===== config.mk =====
export PLATFORM = sky130hd
export DESIGN_NAME = pc_gen_ras_flat
export DESIGN_NICKNAME = d
export VERILOG_FILES = /design/src/rtl/pc_gen_pkg.sv /design/src/rtl/pc_gen_ras_if.sv /design/src/rtl/pc_gen_ras_stack.sv /design/src/rtl/pc_gen_ras.sv /design/src/flat_wrapper.sv
export SDC_FILE = /design/constraint.sdc
export NUM_CORES = 1
export LEC_CHECK = 0
export CORE_MARGIN = 8
export CORE_UTILIZATION = 63
export DETAILED_ROUTE_END_ITERATION = 12
export MAX_ROUTING_LAYER = met4
export PLACE_DENSITY = 0.86
export SYNTH_ARGS = -nofsm -noshare
export SYNTH_HDL_FRONTEND = slang
export SYNTH_SLANG_ARGS = --single-unit

===== constraint.sdc =====
create_clock -name clk -period 8.46 [get_ports clk]
set_input_delay 0.846 -clock clk [delete_from_list [all_inputs] [get_ports clk]]
set_output_delay 0.846 -clock clk [all_outputs]
set_load 0.05 [all_outputs]

===== src/rtl/pc_gen_pkg.sv =====
// Shared types and width helpers for the fetch PC generator.
// The checkpoint struct matches the default RAS depth.
package pc_gen_pkg;

    localparam int DEF_RAS_DEPTH = 8;
    localparam int DEF_PTR_W = $clog2(DEF_RAS_DEPTH);
    localparam int DEF_CNT_W = $clog2(DEF_RAS_DEPTH + 1);
    localparam int DEF_CKPT_W = DEF_CNT_W + DEF_PTR_W;

    typedef struct packed {
        logic [DEF_CNT_W-1:0] count;
        logic [DEF_PTR_W-1:0] tos;
    } ras_ckpt_t;

    typedef enum logic [2:0] {
        SEL_REDIRECT,
        SEL_HOLD,
        SEL_RAS,
        SEL_TARGET,
        SEL_SEQ
    } next_pc_sel_e;

endpackage


===== src/rtl/pc_gen_ras_if.sv =====
// Fetch-side bundle between predictor/redirect logic and the PC generator.
// master drives prediction/redirect; slave is the PC generator.
interface pc_gen_ras_if
    import pc_gen_pkg::*;
#(
    parameter int XLEN = 64,
    parameter int CKPT_W = DEF_CKPT_W
);
    logic            stall;
    logic            pred_taken;
    logic [XLEN-1:0] pred_target;
    logic            pred_is_call;
    logic            pred_is_ret;
    logic            redirect_valid;
    logic [XLEN-1:0] redirect_pc;
    logic [CKPT_W-1:0] redirect_ckpt;
    logic [XLEN-1:0] pc;
    logic [CKPT_W-1:0] ras_ckpt;
    logic            ras_empty;

    modport master (
        output stall, pred_taken, pred_target,
        output pred_is_call, pred_is_ret,
        output redirect_valid, redirect_pc, redirect_ckpt,
        input  pc, ras_ckpt, ras_empty
    );

    modport slave (
        input  stall, pred_taken, pred_target,
        input  pred_is_call, pred_is_ret,
        input  redirect_valid, redirect_pc, redirect_ckpt,
        output pc, ras_ckpt, ras_empty
    );
endinterface


===== src/rtl/pc_gen_ras_stack.sv =====
// Circular return-address stack with saturating count.
// Restore reloads pointer/count only; entries are never repaired.
module ras_stack #(
    parameter int XLEN = 64,
    parameter int DEPTH = 8,
    localparam int PTR_W = $clog2(DEPTH),
    localparam int CNT_W = $clog2(DEPTH + 1)
) (
    input  logic             clk,
    input  logic             rst,
    input  logic             push,
    input  logic             pop,
    input  logic             replace,
    input  logic             restore,
    input  logic [CNT_W-1:0] restore_count,
    input  logic [PTR_W-1:0] restore_tos,
    input  logic [XLEN-1:0]  wdata,
    output logic [XLEN-1:0]  top,
    output logic [CNT_W-1:0] count,
    output logic [PTR_W-1:0] tos,
    output logic [CNT_W-1:0] nxt_count,
    output logic [PTR_W-1:0] nxt_tos
);

    logic [XLEN-1:0]  mem [DEPTH];
    logic [PTR_W-1:0] tos_inc;
    logic             full;

    assign tos_inc = tos + PTR_W'(1);
    assign full = (count == CNT_W'(DEPTH));
    assign top = mem[tos];

    always_comb begin
        nxt_tos = tos;
        nxt_count = count;
        if (push) begin
            nxt_tos = tos_inc;
            if (!full) nxt_count = count + CNT_W'(1);
        end else if (pop && count != '0) begin
            nxt_tos = tos - PTR_W'(1);
            nxt_count = count - CNT_W'(1);
        end
    end

    always_ff @(posedge clk or posedge rst) begin
        if (rst) begin
            tos <= '0;
            count <= '0;
        end else if (restore) begin
            tos <= restore_tos;
            count <= restore_count;
        end else begin
            tos <= nxt_tos;
            count <= nxt_count;
        end
    end

    // Storage has no reset; contents are meaningless until pushed.
    always_ff @(posedge clk) begin
        if (!restore) begin
            if (push) mem[tos_inc] <= wdata;
            else if (replace) mem[tos] <= wdata;
        end
    end

endmodule


===== src/rtl/pc_gen_ras.sv =====
// Fetch PC register and next-PC priority mux with return-address prediction.
// ras_ckpt reports the stack state after this cycle's non-redirect update.
module pc_gen_ras
    import pc_gen_pkg::*;
#(
    parameter int XLEN = 64,
    parameter logic [XLEN-1:0] RESET_VECTOR = '0,
    parameter int INSTR_BYTES = 4,
    parameter int RAS_DEPTH = 8,
    localparam int PTR_W = $clog2(RAS_DEPTH),
    localparam int CNT_W = $clog2(RAS_DEPTH + 1),
    localparam int CKPT_W = CNT_W + PTR_W
) (
    input logic clk,
    input logic rst,
    pc_gen_ras_if.slave bus
);

    logic [XLEN-1:0]  pc_q;
    logic [XLEN-1:0]  nxt_pc;
    logic [XLEN-1:0]  seq_pc;
    logic [XLEN-1:0]  top;
    logic [CNT_W-1:0] count;
    logic [CNT_W-1:0] nxt_count;
    logic [PTR_W-1:0] tos;
    logic [PTR_W-1:0] nxt_tos;
    logic             nonempty;
    logic             push;
    logic             pop;
    logic             replace;
    next_pc_sel_e     sel;

    assign seq_pc = pc_q + XLEN'(INSTR_BYTES);
    assign nonempty = (count != '0);

    always_comb begin
        sel = SEL_SEQ;
        push = 1'b0;
        pop = 1'b0;
        replace = 1'b0;
        priority case (1'b1)
            bus.redirect_valid: sel = SEL_REDIRECT;
            bus.stall: sel = SEL_HOLD;
            bus.pred_taken && bus.pred_is_ret: begin
                sel = nonempty ? SEL_RAS : SEL_TARGET;
                // Call+return swaps the top entry; on an empty stack it pushes.
                if (bus.pred_is_call) begin
                    replace = nonempty;
                    push = !nonempty;
                end else begin
                    pop = nonempty;
                end
            end
            bus.pred_taken: begin
                sel = SEL_TARGET;
                push = bus.pred_is_call;
            end
            default: sel = SEL_SEQ;
        endcase
    end

    always_comb begin
        nxt_pc = seq_pc;
        case (sel)
            SEL_REDIRECT: nxt_pc = bus.redirect_pc;
            SEL_HOLD: nxt_pc = pc_q;
            SEL_RAS: nxt_pc = top;
            SEL_TARGET: nxt_pc = bus.pred_target;
            default: nxt_pc = seq_pc;
        endcase
    end

    always_ff @(posedge clk or posedge rst) begin
        if (rst) pc_q <= RESET_VECTOR;
        else pc_q <= nxt_pc;
    end

    ras_stack #(
        .XLEN (XLEN),
        .DEPTH(RAS_DEPTH)
    ) u_ras (
        .clk          (clk),
        .rst          (rst),
        .push         (push),
        .pop          (pop),
        .replace      (replace),
        .restore      (bus.redirect_valid),
        .restore_count(bus.redirect_ckpt[CKPT_W-1 -: CNT_W]),
        .restore_tos  (bus.redirect_ckpt[PTR_W-1:0]),
        .wdata        (seq_pc),
        .top          (top),
        .count        (count),
        .tos          (tos),
        .nxt_count    (nxt_count),
        .nxt_tos      (nxt_tos)
    );

    assign bus.pc = pc_q;
    assign bus.ras_ckpt = {nxt_count, nxt_tos};
    assign bus.ras_empty = !nonempty;

    a_ckpt_legal: assert property (
        @(posedge clk) disable iff (rst)
        bus.redirect_valid |->
            bus.redirect_ckpt[CKPT_W-1 -: CNT_W] <= CNT_W'(RAS_DEPTH)
    );

endmodule


===== src/flat_wrapper.sv =====
// flat-port wrapper written by rule: the top's interface ports become plain ports
module pc_gen_ras_flat import pc_gen_pkg::*;
#(
    parameter int XLEN = 64,
    parameter logic [XLEN-1:0] RESET_VECTOR = '0,
    parameter int INSTR_BYTES = 4,
    parameter int RAS_DEPTH = 8,
    localparam int PTR_W = $clog2(RAS_DEPTH),
    localparam int CNT_W = $clog2(RAS_DEPTH + 1),
    localparam int CKPT_W = CNT_W + PTR_W
)
  (clk, rst, bus_stall, bus_pred_taken, bus_pred_target, bus_pred_is_call, bus_pred_is_ret, bus_redirect_valid, bus_redirect_pc, bus_redirect_ckpt, bus_pc, bus_ras_ckpt, bus_ras_empty);
  pc_gen_ras_if #(.XLEN(XLEN), .CKPT_W(DEF_CKPT_W)) bus_i ();
  input logic clk;
  input logic rst;
  input wire logic [$bits(bus_i.stall)-1:0] bus_stall;
  input wire logic [$bits(bus_i.pred_taken)-1:0] bus_pred_taken;
  input wire logic [$bits(bus_i.pred_target)-1:0] bus_pred_target;
  input wire logic [$bits(bus_i.pred_is_call)-1:0] bus_pred_is_call;
  input wire logic [$bits(bus_i.pred_is_ret)-1:0] bus_pred_is_ret;
  input wire logic [$bits(bus_i.redirect_valid)-1:0] bus_redirect_valid;
  input wire logic [$bits(bus_i.redirect_pc)-1:0] bus_redirect_pc;
  input wire logic [$bits(bus_i.redirect_ckpt)-1:0] bus_redirect_ckpt;
  output wire logic [$bits(bus_i.pc)-1:0] bus_pc;
  output wire logic [$bits(bus_i.ras_ckpt)-1:0] bus_ras_ckpt;
  output wire logic [$bits(bus_i.ras_empty)-1:0] bus_ras_empty;
  assign bus_i.stall = bus_stall;
  assign bus_i.pred_taken = bus_pred_taken;
  assign bus_i.pred_target = bus_pred_target;
  assign bus_i.pred_is_call = bus_pred_is_call;
  assign bus_i.pred_is_ret = bus_pred_is_ret;
  assign bus_i.redirect_valid = bus_redirect_valid;
  assign bus_i.redirect_pc = bus_redirect_pc;
  assign bus_i.redirect_ckpt = bus_redirect_ckpt;
  assign bus_pc = bus_i.pc;
  assign bus_ras_ckpt = bus_i.ras_ckpt;
  assign bus_ras_empty = bus_i.ras_empty;
  pc_gen_ras #(.XLEN(XLEN), .RESET_VECTOR(RESET_VECTOR), .INSTR_BYTES(INSTR_BYTES), .RAS_DEPTH(RAS_DEPTH)) u_core (.clk(clk), .rst(rst), .bus(bus_i));
endmodule

==> qor.csv, run 1 <==
stage;metric;value;unit
power_and_ir_drop;switching_share;26.4;%
worst_setup_path;path_max_fanout;32;
worst_setup_path;path_buffers;5;
floorplanning;initCoreUtil;63.6;%
status;status;completed;
floorplanning;pin_count;214;
floorplanning;num_rows;73;
cells_and_area;fin_area;29700;µm²
worst_setup_path;r2r_slack;3.95;ns
power_and_ir_drop;p_seq_share;48.8;%
power_and_ir_drop;clkPwrFrac;36.4;%
clock_network;ctsHoldBuffers;0;
final_timing;slew_headroom;17.9;%
cells_and_area;lay_top_cells;edfxtp_1, clkdlybuf4s50_1, mux4_2;
global_routing;grt_pass1_wl;106000;µm
logic_synthesis;syn_avg_cell_area;16.2;µm²
power_and_ir_drop;vdd_drop_max;0.177;mV
final_timing;fin_tns_setup;0;ns
cells_and_area;finalNetCount;1898;
cells_and_area;regArea;17200;µm²
final_timing;final.min_clock_period;5.39;ns
final_timing;rsz0062_at_grt;false;
global_routing;grt_pass1_vias;17100;
placement;place_area;27800;µm²
floorplanning;taps;525;
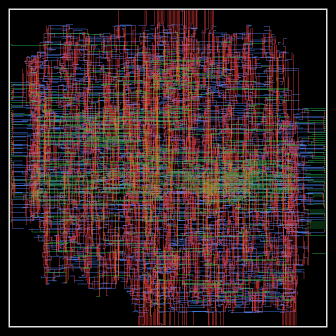
*Metal layers overlaid, run 1*
Key: green = metal 3 [wire length 9,190 µm]; orange = metal 4 [wire length 3,670 µm]; red = metal 2 [wire length 33.9 mm]; blue = metal 1 [wire length 24.8 mm]

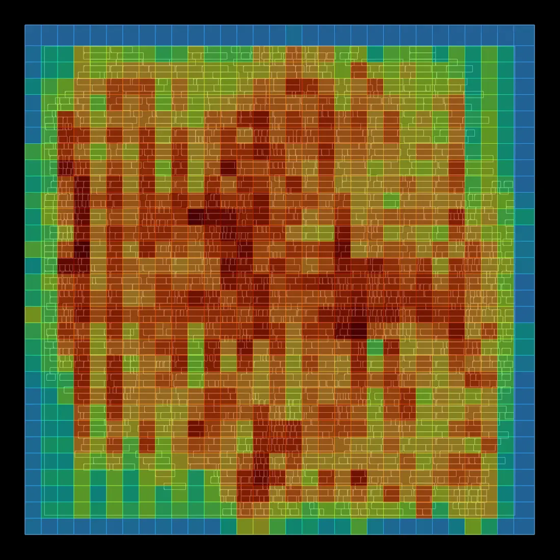
*Track usage over the die, run 1*
grt met2 use: 48.0%
met3 Usage GRT: 6.83%
WL/cell: 30.8 µm
GRT Overall Usage: 31.1%

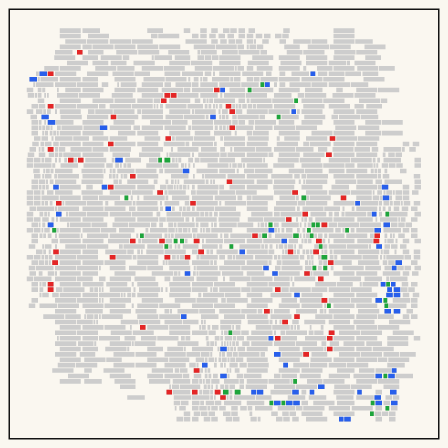
*Selected gate families, run 1*
Key: red = xor and xnor cells [cells 65]; green = and/or cells [cells 41]; blue = non-inverting ao/oa cells [cells 67, where spread over the die]
most common cell after layout, fill and taps aside: edfxtp_1
Cell Count, Final, Fillers Out: 2,325
Comb/total area: 25.5%

## Run 2: what changed since run 1
- CORE_UTILIZATION: 63 -> 52
- PLACE_DENSITY: 0.86 -> 0.76
- clock period: 8.46 -> 4.8 ns (I/O delays scaled with it)
==> run 2 against run 1 <==
Net effect: wire length decreased by 1.1%; register-to-register slack got worse by 3.2 ns; setup slack worse by 2.4 ns; largest power group unchanged; critical path type is now reg2out; synthesized cell count stayed put.
==> qor.csv, run 2 <==
stage;metric;value;unit
power_and_ir_drop;vdd_drop_max;0.282;mV
final_timing;fin_tns_setup;0;ns
final_timing;period_used_share;86.0;%
cells_and_area;layout_top_cell;edfxtp_1;
cells_and_area;num-fill-cells;3306;
worst_setup_path;critical_path.max_stage_delay;0.55;ns
clock_network;ctsHoldBuffers;0;
floorplanning;taps;615;
worst_setup_path;crit_arrival;3.65;ns
global_routing;grt_pass1_vias;16400;
power_and_ir_drop;combPwrFrac;15.4;%
power_and_ir_drop;switching_share;26.6;%
logic_synthesis;syn_area;25100;µm²
floorplanning;num_rows;80;
global_routing;grt.total_usage;25.7;%
worst_setup_path;worst_path_max_delay_cell;or3b_2;
cells_and_area;fin_area;30000;µm²
cells_and_area;regArea;17200;µm²
status;status;completed;
power_and_ir_drop;clk-power;4.31;mW
worst_setup_path;path_buffers;4;
cells_and_area;largest_reg_flops;512;
final_timing;fmax;0.242;GHz
worst_setup_path;crit_end;bus_ras_ckpt[1];
floorplanning;die-area;55600;µm²
final_timing;slew_headroom;34.2;%
power_and_ir_drop;clkPwrFrac;35.2;%
cells_and_area;nClkBuffers;82;
cells_and_area;lay_top_cells;edfxtp_1, clkdlybuf4s50_1, mux4_2;
power_and_ir_drop;p_leak;10.1;nW
global_routing;grt_pass1_wl;105000;µm
cells_and_area;finalNetCount;1918;
placement;place_area;28200;µm²
power_and_ir_drop;p_seq_share;49.4;%
cells_and_area;logic_area;7590;µm²
drt;route.met3.wl;8190;µm
global_routing;grt.met2_usage;39.8;%
worst_setup_path;path_depth;10;
final_timing;final.min_clock_period;4.13;ns
worst_setup_path;path_max_fanout;32;
final_timing;timing.hold.ws;0.340;ns
clock_network;cts_resized;0;
drt;wire_per_inst;29.1;µm
global_routing;use_met3;6.39;%
worst_setup_path;r2r_slack;0.74;ns
worst_setup_path;crit_type;reg2out;
floorplanning;pin_count;214;
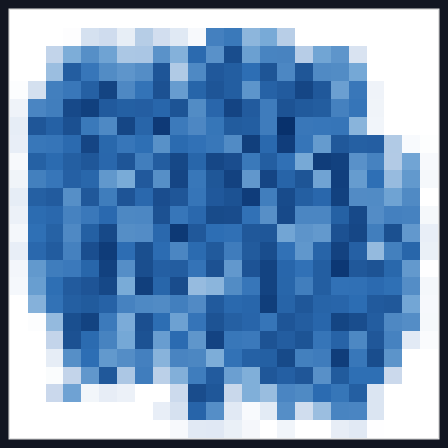
*Local utilization, run 2*
24 x 24 tiles, from white (low) to dark blue (high), 0 to 100% covered.
The fullest tile reaches 100%. 19% of the tiles are nearly empty. 35% of the tiles are over 75% full. The densest ninth of the die: middle. The emptiest ninth of the die: top right. The mean over all tiles is 53%.
Core Region: 47,700 µm²
Final Util: 62.9%
Core Density at Floorplan: 52.7%

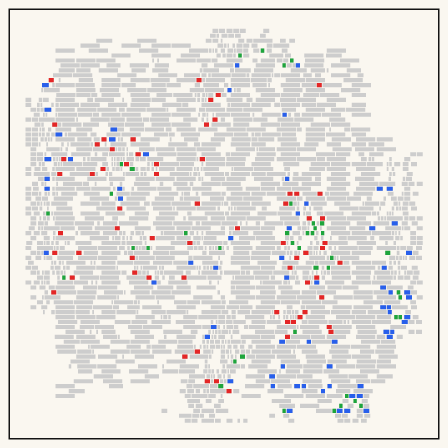
*Selected gate families, run 2*
Key: red = xor and xnor cells [cells 65]; blue = non-inverting ao/oa cells [cells 67]; green = and/or cells [cells 41]
Comb/total area: 25.3%
Cell Count, Final, Fillers Out: 2,435

Power is estimated from default activity; no workload was simulated.
